===== src/rtl/minimax_bus_pkg.sv =====
// Shared definitions for the minimax memory-side bus responder.
package minimax_bus_pkg;

   // Byte offsets of the registers inside the 16-byte MMIO window.
   localparam logic [3:0] MMIO_GPIO   = 4'h4;
   localparam logic [3:0] MMIO_CYCLES = 4'h8;
   localparam logic [3:0] MMIO_EXIT   = 4'hC;

   localparam logic [31:0] MMIO_BASE_DEFAULT = 32'hFFFF_FFF0;

   // Where the data response of the previous cycle comes from.
   typedef enum logic [1:0] {
      SRC_NONE = 2'd0,
      SRC_RAM  = 2'd1,
      SRC_MMIO = 2'd2,
      SRC_ERR  = 2'd3
   } src_e;

endpackage


===== src/rtl/minimax_bus_responder_if.sv =====
// Core-side split instruction/data bus of the minimax core.
interface minimax_bus_responder_if #(
   parameter int PC_BITS = 13
);
   logic [PC_BITS-1:0] inst_addr;
   logic               inst_regce;
   logic [15:0]        inst;
   logic [31:0]        addr;
   logic [31:0]        wdata;
   logic [3:0]         wmask;
   logic               rreq;
   logic [31:0]        rdata;

   // The core drives requests and consumes responses.
   modport master (
      output inst_addr, inst_regce, addr, wdata, wmask, rreq,
      input  inst, rdata
   );

   // The responder consumes requests and drives responses.
   modport slave (
      input  inst_addr, inst_regce, addr, wdata, wmask, rreq,
      output inst, rdata
   );
endinterface


===== src/rtl/minimax_mmio_regs.sv =====
// MMIO register block: GPIO output, free-running cycle counter, exit/halt.
module minimax_mmio_regs
   import minimax_bus_pkg::*;
(
   input  logic        clk,
   input  logic        reset,
   input  logic        wr_en_i,     // data write hitting the MMIO window
   input  logic        rd_en_i,     // data read hitting the MMIO window
   input  logic [3:0]  offset_i,    // word-aligned byte offset in the window
   input  logic [31:0] wdata_i,
   input  logic [3:0]  wmask_i,
   output logic [31:0] rdata_o,     // read value, registered for the next cycle
   output logic [31:0] gpio_o,
   output logic [31:0] exit_code_o,
   output logic        halt_o
);
   logic [7:0]  gpio_q [4];
   logic [31:0] cycles_q;
   logic [31:0] exit_q;
   logic        halt_q;
   logic [31:0] rdata_q;
   logic [31:0] rdata_d;
   logic        gpio_we;
   logic        exit_we;

   assign gpio_we = wr_en_i && (offset_i == MMIO_GPIO);
   // Only a full-word write latches the exit code, and only the first one.
   assign exit_we = wr_en_i && (offset_i == MMIO_EXIT) && (wmask_i == 4'hF) && !halt_q;

   genvar gi;
   generate
      for (gi = 0; gi < 4; gi++) begin : g_gpio_lane
         // Each GPIO byte lane is written independently under its mask bit.
         always_ff @(posedge clk) begin
            if (reset) begin
               gpio_q[gi] <= '0;
            end else if (gpio_we && wmask_i[gi]) begin
               gpio_q[gi] <= wdata_i[gi*8 +: 8];
            end
         end
         assign gpio_o[gi*8 +: 8] = gpio_q[gi];
      end
   endgenerate

   // Cycle counter runs every cycle out of reset and wraps naturally.
   always_ff @(posedge clk) begin
      if (reset) begin
         cycles_q <= '0;
      end else begin
         cycles_q <= cycles_q + 32'd1;
      end
   end

   // Exit register and sticky halt flag.
   always_ff @(posedge clk) begin
      if (reset) begin
         exit_q <= '0;
         halt_q <= 1'b0;
      end else if (exit_we) begin
         exit_q <= wdata_i;
         halt_q <= 1'b1;
      end
   end

   // Read mux; the reserved slot and writes-only paths read as zero.
   always_comb begin
      rdata_d = '0;
      case (offset_i)
         MMIO_GPIO:   rdata_d = gpio_o;
         MMIO_CYCLES: rdata_d = cycles_q;
         MMIO_EXIT:   rdata_d = exit_q;
         default:     rdata_d = '0;
      endcase
   end

   // Register the read value so it lines up with the SRAM read latency.
   always_ff @(posedge clk) begin
      if (reset) begin
         rdata_q <= '0;
      end else if (rd_en_i) begin
         rdata_q <= rdata_d;
      end else begin
         rdata_q <= '0;
      end
   end

   assign rdata_o     = rdata_q;
   assign exit_code_o = exit_q;
   assign halt_o      = halt_q;
endmodule


===== src/rtl/minimax_bus_responder.sv =====
// Memory-side responder: arbitrates fetch/data onto one SRAM port,
// holds the instruction register and decodes the MMIO window.
module minimax_bus_responder
   import minimax_bus_pkg::*;
#(
   parameter int          PC_BITS   = 13,
   parameter int          RAM_BYTES = 8192,
   parameter logic [31:0] MMIO_BASE = MMIO_BASE_DEFAULT,
   localparam int         MEM_AW    = $clog2(RAM_BYTES) - 2
) (
   input  logic                 clk,
   input  logic                 reset,
   minimax_bus_responder_if.slave bus,
   output logic                 mem_en,
   output logic [MEM_AW-1:0]    mem_addr,
   output logic [3:0]           mem_wmask,
   output logic [31:0]          mem_wdata,
   input  logic [31:0]          mem_rdata,
   output logic                 halt,
   output logic [31:0]          exit_code,
   output logic [31:0]          gpio_out,
   output logic                 bus_err
);
   logic [PC_BITS-1:0] inst_addr;
   logic [31:0]        inst_addr_ext;
   logic               data_req;
   logic               ram_hit;
   logic               mmio_hit;
   logic               unmapped;
   src_e               src_d, src_q;
   logic               inst_sel_q;
   logic [15:0]        inst_q;
   logic [15:0]        fetch_half;
   logic               bus_err_q;
   logic [31:0]        mmio_rdata;
   logic [31:0]        rdata_d;
   logic               unused_bits;

   assign inst_addr     = bus.inst_addr;
   assign inst_addr_ext = {{(32-PC_BITS){1'b0}}, inst_addr};
   assign unused_bits   = ^{inst_addr_ext[31:MEM_AW+2], inst_addr_ext[0]};

   assign data_req = bus.rreq | (|bus.wmask);
   assign ram_hit  = bus.addr < 32'(RAM_BYTES);
   assign mmio_hit = bus.addr[31:4] == MMIO_BASE[31:4];
   assign unmapped = !ram_hit && !mmio_hit;

   // Port ownership: data requests win; otherwise fetch every cycle.
   always_comb begin
      mem_en    = 1'b0;
      mem_addr  = '0;
      mem_wmask = '0;
      if (!reset) begin
         if (data_req) begin
            if (ram_hit) begin
               mem_en    = 1'b1;
               mem_addr  = bus.addr[MEM_AW+1:2];
               mem_wmask = bus.wmask;
            end
         end else begin
            mem_en   = 1'b1;
            mem_addr = inst_addr_ext[MEM_AW+1:2];
         end
      end
   end
   assign mem_wdata = bus.wdata;

   // Classify this cycle's read so the response can be steered next cycle.
   always_comb begin
      src_d = SRC_NONE;
      if (bus.rreq) begin
         if (ram_hit)       src_d = SRC_RAM;
         else if (mmio_hit) src_d = SRC_MMIO;
         else               src_d = SRC_ERR;
      end
   end

   // Response source, halfword select and sticky bus-error flag.
   always_ff @(posedge clk) begin
      if (reset) begin
         src_q      <= SRC_NONE;
         inst_sel_q <= 1'b0;
         bus_err_q  <= 1'b0;
      end else begin
         src_q      <= src_d;
         inst_sel_q <= inst_addr_ext[1];
         if (data_req && unmapped) begin
            bus_err_q <= 1'b1;
         end
      end
   end

   assign fetch_half = inst_sel_q ? mem_rdata[31:16] : mem_rdata[15:0];

   // Instruction register loads only when the core asks for it.
   always_ff @(posedge clk) begin
      if (reset) begin
         inst_q <= '0;
      end else if (bus.inst_regce) begin
         inst_q <= fetch_half;
      end
   end

   // Steer the data response from the source recorded last cycle.
   always_comb begin
      rdata_d = '0;
      case (src_q)
         SRC_RAM:  rdata_d = mem_rdata;
         SRC_MMIO: rdata_d = mmio_rdata;
         default:  rdata_d = '0;
      endcase
   end

   assign bus.rdata = rdata_d;
   assign bus.inst  = inst_q;
   assign bus_err   = bus_err_q;

   minimax_mmio_regs u_mmio (
      .clk         (clk),
      .reset       (reset),
      .wr_en_i     ((|bus.wmask) && mmio_hit),
      .rd_en_i     (bus.rreq && mmio_hit),
      .offset_i    ({bus.addr[3:2], 2'b00}),
      .wdata_i     (bus.wdata),
      .wmask_i     (bus.wmask),
      .rdata_o     (mmio_rdata),
      .gpio_o      (gpio_out),
      .exit_code_o (exit_code),
      .halt_o      (halt)
   );
endmodule


===== src/flat_wrapper.sv =====
// flat-port wrapper written by rule: the top's interface ports become plain ports
module minimax_bus_responder_flat import minimax_bus_pkg::*;
#(
   parameter int          PC_BITS   = 13,
   parameter int          RAM_BYTES = 8192,
   parameter logic [31:0] MMIO_BASE = MMIO_BASE_DEFAULT,
   localparam int         MEM_AW    = $clog2(RAM_BYTES) - 2
)
  (clk, reset, mem_en, mem_addr, mem_wmask, mem_wdata, mem_rdata, halt, exit_code, gpio_out, bus_err, bus_inst_addr, bus_inst_regce, bus_addr, bus_wdata, bus_wmask, bus_rreq, bus_inst, bus_rdata);
  minimax_bus_responder_if #(.PC_BITS(PC_BITS)) bus_i ();
  input  logic clk;
  input  logic reset;
  output logic mem_en;
  output logic [MEM_AW-1:0] mem_addr;
  output logic [3:0] mem_wmask;
  output logic [31:0] mem_wdata;
  input  logic [31:0] mem_rdata;
  output logic halt;
  output logic [31:0] exit_code;
  output logic [31:0] gpio_out;
  output logic bus_err;
  input wire logic [$bits(bus_i.inst_addr)-1:0] bus_inst_addr;
  input wire logic [$bits(bus_i.inst_regce)-1:0] bus_inst_regce;
  input wire logic [$bits(bus_i.addr)-1:0] bus_addr;
  input wire logic [$bits(bus_i.wdata)-1:0] bus_wdata;
  input wire logic [$bits(bus_i.wmask)-1:0] bus_wmask;
  input wire logic [$bits(bus_i.rreq)-1:0] bus_rreq;
  output wire logic [$bits(bus_i.inst)-1:0] bus_inst;
  output wire logic [$bits(bus_i.rdata)-1:0] bus_rdata;
  assign bus_i.inst_addr = bus_inst_addr;
  assign bus_i.inst_regce = bus_inst_regce;
  assign bus_i.addr = bus_addr;
  assign bus_i.wdata = bus_wdata;
  assign bus_i.wmask = bus_wmask;
  assign bus_i.rreq = bus_rreq;
  assign bus_inst = bus_i.inst;
  assign bus_rdata = bus_i.rdata;
  minimax_bus_responder #(.PC_BITS(PC_BITS), .RAM_BYTES(RAM_BYTES), .MMIO_BASE(MMIO_BASE)) u_core (.clk(clk), .reset(reset), .bus(bus_i), .mem_en(mem_en), .mem_addr(mem_addr), .mem_wmask(mem_wmask), .mem_wdata(mem_wdata), .mem_rdata(mem_rdata), .halt(halt), .exit_code(exit_code), .gpio_out(gpio_out), .bus_err(bus_err));
endmodule

===== config.mk =====
export PLATFORM = sky130hd
export DESIGN_NAME = minimax_bus_responder_flat
export DESIGN_NICKNAME = d
export VERILOG_FILES = /design/src/rtl/minimax_bus_pkg.sv /design/src/rtl/minimax_bus_responder_if.sv /design/src/rtl/minimax_mmio_regs.sv /design/src/rtl/minimax_bus_responder.sv /design/src/flat_wrapper.sv
export SDC_FILE = /design/constraint.sdc
export NUM_CORES = 1
export LEC_CHECK = 0
export ABC_CLOCK_PERIOD_IN_PS = 3400
export CORE_UTILIZATION = 35
export DETAILED_ROUTE_END_ITERATION = 8
export PLACE_DENSITY = 0.66
export SKIP_CTS_REPAIR_TIMING = 1
export SYNTH_ARGS = -nofsm -noshare
export SYNTH_HDL_FRONTEND = slang
export SYNTH_SLANG_ARGS = --single-unit

===== constraint.sdc =====
create_clock -name clk -period 3.4 [get_ports clk]
set_clock_uncertainty 0.2 [all_clocks]
set_input_delay 0.34 -clock clk [delete_from_list [all_inputs] [get_ports clk]]
set_output_delay 0.34 -clock clk [all_outputs]
set_load 0.1 [all_outputs]

==> flow_summary.ini <==
; generated from flow reports
[power_and_ir_drop]
switching_share = 0.312
p_clk_mw = 1.90
p_sw_mw = 1.49
peakVddDrop_v = 0.000325
leakage_nw = 3.88
finalPower_mw = 4.78
intPower_mw = 3.29
pg_comb_mw = 1.01

[placement]
dp_cells = 1292
dp_hpwl_um = 18400
gp_congestion = 0.825
dpl_worst_slack_ns = 0.576

[final_layout]
mostFrequentLayoutCell = clkdlybuf4s50_1
syn_to_final_growth_pct = 44.8
register_area_sq_um = 3300
mostFrequentLayoutCells = clkdlybuf4s50_1 (184), dfxtp_1 (117), nor2_1 (108), buf_4 (97), nand2_1 (85)
logic_area_sq_um = 3490
num-nonclk-inverters = 35
clockNetworkAreaShare = 0.0571
antenna_cells = 0
final_util = 0.523
final_nets = 1161
final_area_sq_um = 10700
logic_gate_count = 542
layout-drive-gt1-share = 0.188
largest_class = combinational gates
bufAreaShareNonClock = 0.265
buffers = 296

[drt]
vias = 6973
wl_per_cell_um = 18.5
drc = 0
wl_met2_um = 11100
dr.max_layer_used = met4
routedLengthMet1_um = 10800
dr.pass1.iters = 5
via_per_inst = 5.27

[critical_path]
r2r-end = u_core.u_mmio.cycles_q[31]$_SDFF_PP0_
cp_slowest_cell = nor4_1
cp-start-kind = input pin
cp.depth = 7
cp_slowest_stage_delay_ns = 0.44
crit_path_end = mem_addr[9]
cp_top_family = simple AND/OR/NAND/NOR gates
r2r_cells = 4
crit_required_ns = 2.86
reg2reg_setup_slack_ns = 0.95
crit_chain = clkdlybuf4s50_1 > nor4_1 > and4_1 > a21oi_1 > buf_4 > nor3_2 > buf_12
crit_start = bus_addr[28]
r2r_start = u_core.u_mmio.cycles_q[4]$_SDFF_PP0_
crit_arrival_ns = 2.28

[cts]
clkTransAtPathRegs_ns = 0.06
clock_path_buffers = 2
clock_insertion_delay_worst_skew_ns = 0.42
cts_sinks = 149
numCtsBuffers = 17
cts_max_level = 4

[logic_synthesis]
syn_area_per_cell_sq_um = 9.03
ys_cells = 819
top_cell_area_share = 0.317
ys_area_sq_um = 7400
synth_area_sq_um = 7400
top_cell = dfxtp_1
yosys.area.top_type = dfxtp_1
synth-edff-count = 32
yosys_warnings = 0
common_cells = dfxtp_1 (117), nor2_1 (108), nand2_1 (85)
synthCells = 819

[timing]
finalMaxSlewViolations = 0
final-hold-violation-count = 0
worstMarginPinSlew_ns = 1.04
final.min_clock_period_ns = 2.82
fmax_ghz = 0.355
finalWorstSetupSlack_ns = 0.581
setup_viol = 0
hold_ws_ns = 0.272

[global_routing]
antenna_found_initial = 1
grt_first_pass_wirelength_um = 37500
grt-ovfl-total = 0
use_met3 = 0.0688
grt_pass1_vias = 6573
grt_use_total = 0.225
gr-usage-met1 = 0.298
grt.busiest_layer = met2

[floorplanning]
fp_util = 0.361
die_h_um = 147
std_cell_rows = 52
die-width_um = 147

[run_status]
outcome = finished clean

[min_path]
holdCritPathClass = flip-flop to flip-flop

[flow_run]
warnings = 31
-- logic make-up (layout without fill, tap and decap cells) --
group	after synthesis	in the layout	share of synthesized area
and+or+nand+nor	311	311	0.199
xor gates and xnor gates	11	11	0.0130
DFF	149	149	0.446
muxes	92	92	0.130
AOI/OAI and AO/OA	125	125	0.117
adders and majority gates	3	3	0.00507
buffers and inverters	128	363	0.0895
-- state kept, by name, indices dropped and copies added, names as in the netlist --
register and flops:
u_core.u_mmio.cycles_q 32, u_core.src_q 2, u_core.u_mmio.exit_code_o 32, u_core.u_mmio.rdata_o 32, u_core.u_mmio.gpio_q 32, u_core.bus_err 1, u_core.bus.inst 16, u_core.inst_sel_q 1
u_core.u_mmio.halt_o 1
**Placement view**

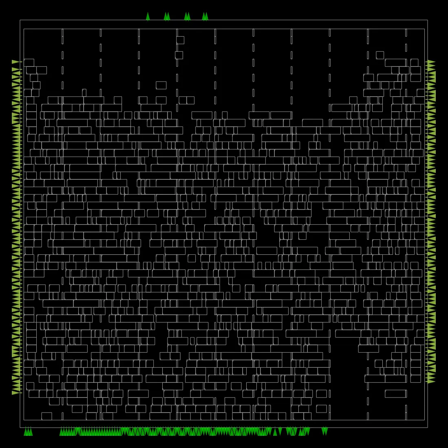
Well Taps: 270
flop share of the area: 0.308
Flops: 149

**Supply network**

Bar = 50 um. Pins as bars on the die edge. Tap cells in grey.
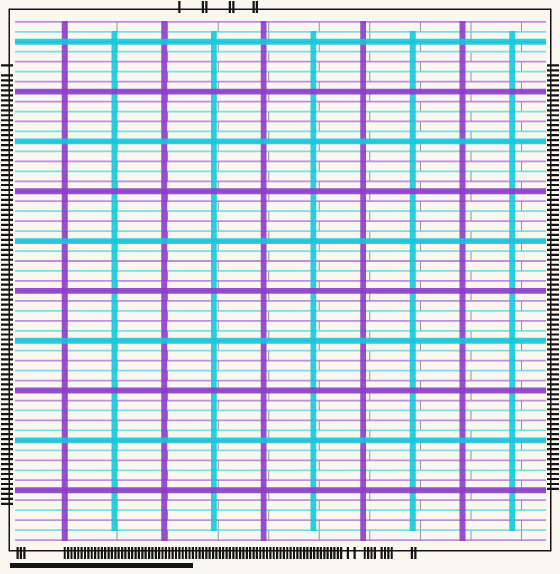
Cyan stands for VDD. Purple stands for VSS.
The core has 52 rows. 10 straps on met4. 279 signal pins sit on the boundary. 10 straps on met5.

**Where the registers sit**

Bar = 50 um. Other sequential cells in the stronger grey, the rest of the logic in the fainter grey.
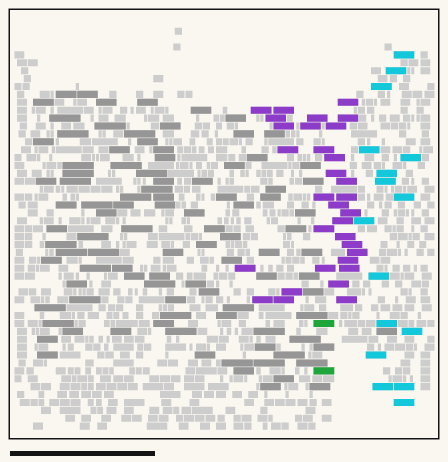
Cyan stands for u_core.bus.inst, flops 16. Purple stands for u_core.u_mmio.rdata_o, flops 32. Green stands for u_core.src_q, flops 2.
Another 99 sequential cells are not coloured.

**Local utilization**

Bar = 50 um. 15 x 15 tiles, from white (low) to dark blue (high), 0 to 100% covered.
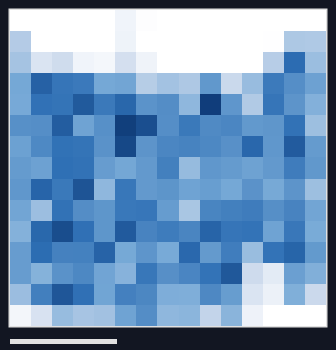
15% of the tiles are nearly empty. The emptiest ninth of the die: top middle. 10% of the tiles are over 75% full. The mean over all tiles is 48%.

**I/O nets highlighted**

Bar = 50 um.
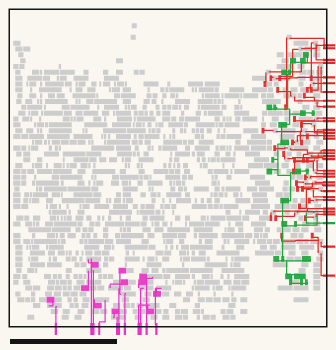
Magenta stands for mem_addr, bits 11, direction output, edge bottom, end cells 11, buffers 11, wire 248 um. Red stands for bus_rdata, bits 32, direction output, edge right, end cells 32, buffers 32, wire 640 um. Green stands for bus_inst_regce, bits 1, direction input, edge right, end cells 32, buffers 2, wire 252 um.
I/O pin cnt: 279
I/O Buffers: 275

